--- src/rtl/lsu_byte_seq.sv ---
// Byte-serial load/store sequencer: splits word/half/byte accesses into little-endian byte transfers.
// Optional build macro LSU_MISALIGN_TRAP_EN traps misaligned half/word accesses instead of executing them.
module lsu_byte_seq #(
    parameter int unsigned ADDR_W = 6
) (
    input  logic              clk,
    input  logic              rstn,
    input  logic              req_valid,
    output logic              req_ready,
    input  logic              req_we,
    input  logic [2:0]        req_type,
    input  logic [ADDR_W-1:0] req_addr,
    input  logic [31:0]       req_wdata,
    output logic              resp_valid,
    output logic [31:0]       resp_rdata,
    output logic              resp_err,
    output logic              mem_en,
    output logic              mem_we,
    output logic [ADDR_W-1:0] mem_addr,
    output logic [7:0]        mem_wdata,
    input  logic [7:0]        mem_rdata
);

    localparam logic [2:0] TY_W  = 3'b000;
    localparam logic [2:0] TY_H  = 3'b001;
    localparam logic [2:0] TY_HU = 3'b010;
    localparam logic [2:0] TY_B  = 3'b011;
    localparam logic [2:0] TY_BU = 3'b100;

    typedef enum logic [1:0] {IDLE, XFER, RTAIL, RESP} state_t;

    state_t              state_q;
    logic                we_q;
    logic [2:0]          type_q;
    logic [ADDR_W-1:0]   addr_q;
    logic [31:0]         wdata_q;
    logic [2:0]          n_q;
    logic [2:0]          cnt_q;
    logic [31:0]         data_q;
    logic                resp_valid_q;
    logic                resp_err_q;
    logic [31:0]         resp_rdata_q;
    logic                mem_en_q;
    logic                mem_we_q;
    logic [ADDR_W-1:0]   mem_addr_q;
    logic [7:0]          mem_wdata_q;

    logic [2:0]          cnt_d;
    logic [1:0]          nxt_idx;
    logic [1:0]          cap_idx;
    logic [31:0]         asm_d;
    logic [31:0]         ext_d;
    logic                req_err;
    logic [2:0]          req_n;

    always_comb begin
        cnt_d   = cnt_q + 3'd1;
        nxt_idx = cnt_d[1:0];
        // Read data lags the address by one cycle, so it belongs to the previous byte.
        cap_idx = cnt_q[1:0] - 2'd1;
        asm_d   = data_q;
        asm_d[{cap_idx, 3'b000} +: 8] = mem_rdata;
        case (type_q)
            TY_W:    ext_d = asm_d;
            TY_H:    ext_d = {{16{asm_d[15]}}, asm_d[15:0]};
            TY_HU:   ext_d = {16'h0000, asm_d[15:0]};
            TY_B:    ext_d = {{24{asm_d[7]}}, asm_d[7:0]};
            TY_BU:   ext_d = {24'h000000, asm_d[7:0]};
            default: ext_d = '0;
        endcase
    end

    always_comb begin
        req_err = (req_type > TY_BU);
`ifdef LSU_MISALIGN_TRAP_EN
        if (((req_type == TY_H) || (req_type == TY_HU)) && req_addr[0])
            req_err = 1'b1;
        if ((req_type == TY_W) && (req_addr[1:0] != 2'b00))
            req_err = 1'b1;
`endif
        case (req_type)
            TY_W:        req_n = 3'd4;
            TY_H, TY_HU: req_n = 3'd2;
            default:     req_n = 3'd1;
        endcase
    end

    always_ff @(posedge clk or negedge rstn) begin
        if (!rstn) begin
            state_q      <= IDLE;
            we_q         <= 1'b0;
            type_q       <= '0;
            addr_q       <= '0;
            wdata_q      <= '0;
            n_q          <= '0;
            cnt_q        <= '0;
            data_q       <= '0;
            resp_valid_q <= 1'b0;
            resp_err_q   <= 1'b0;
            resp_rdata_q <= '0;
            mem_en_q     <= 1'b0;
            mem_we_q     <= 1'b0;
            mem_addr_q   <= '0;
            mem_wdata_q  <= '0;
        end else begin
            case (state_q)
                IDLE: begin
                    if (req_valid) begin
                        we_q    <= req_we;
                        type_q  <= req_type;
                        addr_q  <= req_addr;
                        wdata_q <= req_wdata;
                        n_q     <= req_n;
                        cnt_q   <= '0;
                        if (req_err) begin
                            state_q      <= RESP;
                            resp_valid_q <= 1'b1;
                            resp_err_q   <= 1'b1;
                            resp_rdata_q <= '0;
                        end else begin
                            // First byte is presented straight from the request to keep outputs registered.
                            state_q     <= XFER;
                            mem_en_q    <= 1'b1;
                            mem_we_q    <= req_we;
                            mem_addr_q  <= req_addr;
                            mem_wdata_q <= req_wdata[7:0];
                        end
                    end
                end
                XFER: begin
                    cnt_q <= cnt_d;
                    if (!we_q && (cnt_q != 3'd0))
                        data_q <= asm_d;
                    if (cnt_d == n_q) begin
                        mem_en_q <= 1'b0;
                        mem_we_q <= 1'b0;
                        if (we_q) begin
                            state_q      <= RESP;
                            resp_valid_q <= 1'b1;
                            resp_err_q   <= 1'b0;
                            resp_rdata_q <= '0;
                        end else begin
                            state_q <= RTAIL;
                        end
                    end else begin
                        mem_addr_q  <= addr_q + ADDR_W'(cnt_d);
                        mem_wdata_q <= wdata_q[{nxt_idx, 3'b000} +: 8];
                    end
                end
                RTAIL: begin
                    data_q       <= asm_d;
                    state_q      <= RESP;
                    resp_valid_q <= 1'b1;
                    resp_err_q   <= 1'b0;
                    resp_rdata_q <= ext_d;
                end
                RESP: begin
                    state_q      <= IDLE;
                    resp_valid_q <= 1'b0;
                    resp_err_q   <= 1'b0;
                    resp_rdata_q <= '0;
                end
                default: state_q <= IDLE;
            endcase
        end
    end

    assign req_ready  = (state_q == IDLE);
    assign resp_valid = resp_valid_q;
    assign resp_err   = resp_err_q;
    assign resp_rdata = resp_rdata_q;
    assign mem_en     = mem_en_q;
    assign mem_we     = mem_we_q;
    assign mem_addr   = mem_addr_q;
    assign mem_wdata  = mem_wdata_q;

endmodule

--- config.mk ---
export PLATFORM = sky130hd
export DESIGN_NAME = lsu_byte_seq
export DESIGN_NICKNAME = d
export VERILOG_FILES = /design/src/rtl/lsu_byte_seq.sv
export SDC_FILE = /design/constraint.sdc
export NUM_CORES = 1
export LEC_CHECK = 0
export ABC_CLOCK_PERIOD_IN_PS = 2950
export CAP_MARGIN = 20
export CORE_MARGIN = 4
export CORE_UTILIZATION = 49
export CTS_BUF_LIST = sky130_fd_sc_hd__clkbuf_8 sky130_fd_sc_hd__clkbuf_16
export DETAILED_ROUTE_END_ITERATION = 16
export GPL_ROUTABILITY_DRIVEN = 0
export PLACE_DENSITY = 0.74
export SYNTH_ARGS = -nofsm -noshare
export SYNTH_HDL_FRONTEND = slang
export SYNTH_SLANG_ARGS = --single-unit
--- constraint.sdc ---
create_clock -name clk -period 2.95 [get_ports clk]
set_input_delay 0.59 -clock clk [delete_from_list [all_inputs] [get_ports clk]]
set_output_delay 0.59 -clock clk [all_outputs]
set_load 0.02 [all_outputs]
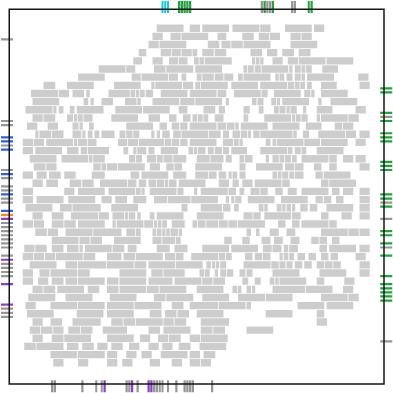
**Above:** pin map.
Drawn at 3 px/µm. Pins as bars across the die edge, other pins in grey.
[blue] mem_addr | pins: 6 | direction: output | edge: west
[green] resp_rdata | pins: 32 | direction: output | edge: 23 east, 9 north
[purple] mem_wdata | pins: 8 | direction: output | edge: 4 south, 4 west
[cyan] req_type | pins: 3 | direction: input | edge: north
[orange] mem_en | pins: 1 | direction: output | edge: west

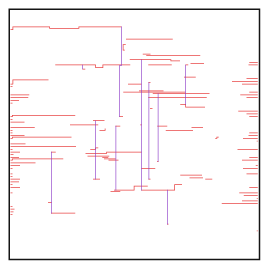
**Above:** signal wires by layer.
Drawn at 2 px/µm. Only two layers are drawn.
[purple] M4 | wire length: 324 µm
[red] M3 | wire length: 942 µm
All-Layer GR Usage: 0.2146
Vias: 4,983

==> results.yml <==
# physical design summary
run:
  warnings: 33
clock_tree:
  worstSkewPairLatency_ns: 0.42
  cts_resized: 0
  cts_max_level: 4
  cts_buffers: 17
  cts_setup_buffers: 0
  cts_tree: "yes"
final_timing:
  fin_crit_sh: 0.9049
  slew_headroom: 0.4865
  fmax_mhz: 374.6
  whs_ns: 0.1681
yosys:
  top_cells_by_area: "dfrtp_1 (50%), mux2_2 (13%), o31ai_1 (4.5%)"
  synth_adder_area_share: 0.02564
  synth-edff-count: 0
  synth_seq_share: 0.4976
  ys_top_logic_family: "multiplexers"
  ys.flops: 132
  yosysCellCount: 564
  compound_area_frac: 0.1715
  synth-xor-area-share: 0.008860
finish:
  logic_area_um2: 3088
  final-nonclk-buf-share: 0.1433
  utilization: 0.6370
  num-nonclk-buffers: 122
run_status:
  status: "complete, no violations"
grt:
  antenna_found_initial: 0
  grtUsageMet3: 0.06218
  met1_usage: 0.2704
routing:
  drc: 0
  wl_met1_mm: 6.737
pwr:
  clkPwrFrac: 0.195
  seq-power_mw: 3.15
  ir_drop_mv: 0.5813
die:
  dieArea_um2: 15470
  fp_util: 0.5012
  num_io_pins: 104
  rows: 42
  tapCellCount: 176
critical_path:
  startpoint_type: "flop"
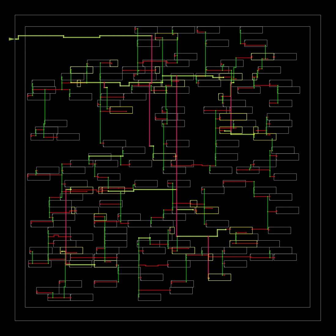
**Above:** clock routing.
clkbuf count: 19
Power Clock: 2.03 mW

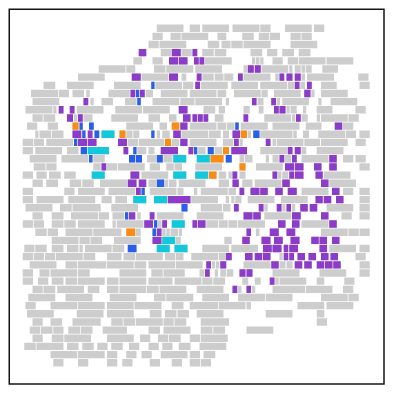
**Above:** gate-type map.
Drawn at 3 px/µm.
[cyan] fa/ha/maj cells | cells: 13 | most used: ha_1 | where: centre
[orange] and/or cells | cells: 10 | most used: or3_1
[blue] nand cells | cells: 27 | most used: nand2_1
[purple] aoi and oai cells | cells: 146 | most used: a21oi_1
Commonest Layout Cell: dfrtp_1
Finished Layout Cells: 851

-- metrics by stage --
step | setup WS, ns | instance area [µm²] | instances
after floorplan | 0.1517 | 6638 | 564
after global placement | 0.5221 | 7865 | 819
after detailed placement | 0.4095 | 7865 | 819
after CTS | 0.2712 | 8436 | 851
after global routing | 0.1701 | 8436 | 851
final | 0.2807 | 8436 | 851
-- cell usage in the layout, fill, tap and decap left out, types with 3 or more instances in the layout --
cell,n
o21ai_0,6
buf_12,3
mux4_1,6
clkbuf_16,17
nor3_1,3
clkdlybuf4s50_1,102
nor2b_1,27
o31ai_1,39
inv_1,15
a21oi_1,48
or3_1,3
o2bb2ai_1,5
nand2_1,15
dfrtp_1,132
ha_1,12
a2bb2oi_1,15
a22o_1,6
xnor2_1,3
buf_4,17
mux2_2,77
a41oi_1,4
mux2_4,5
nor2_1,36
a22oi_1,6
nand2b_1,5
a31o_2,3
clkinv_2,6
a31oi_1,14
-- cells by family (layout without fill, tap and decap cells) --
| group | after synthesis | after routing |
|---|---|---|
| flops | 132 | 132 |
| fa+ha+maj | 13 | 13 |
| buf+inv | 55 | 166 |
| xor+xnor | 5 | 5 |
| simple gates | 106 | 106 |
| mux | 91 | 91 |
| compound gates | 162 | 162 |
-- worst paths after layout --
check / end / depth (start not counted) / start
max: req_ready / 3 / state_q[1]$_DFFE_PN0P_
min: data_q[21]$_DFFE_PN0P_ / 1 / rstn
max reg2reg: resp_rdata[28]$_DFFE_PN0P_ / 7 / cnt_q[1]$_DFFE_PN0P_
min reg2reg: resp_err$_DFFE_PN0P_ / 1 / resp_err$_DFFE_PN0P_
max in group asynchronous: data_q[28]$_DFFE_PN0P_ / 2 / rstn
min in group clk: resp_err$_DFFE_PN0P_ / 1 / resp_err$_DFFE_PN0P_
Power is estimated from default activity; no workload was simulated.
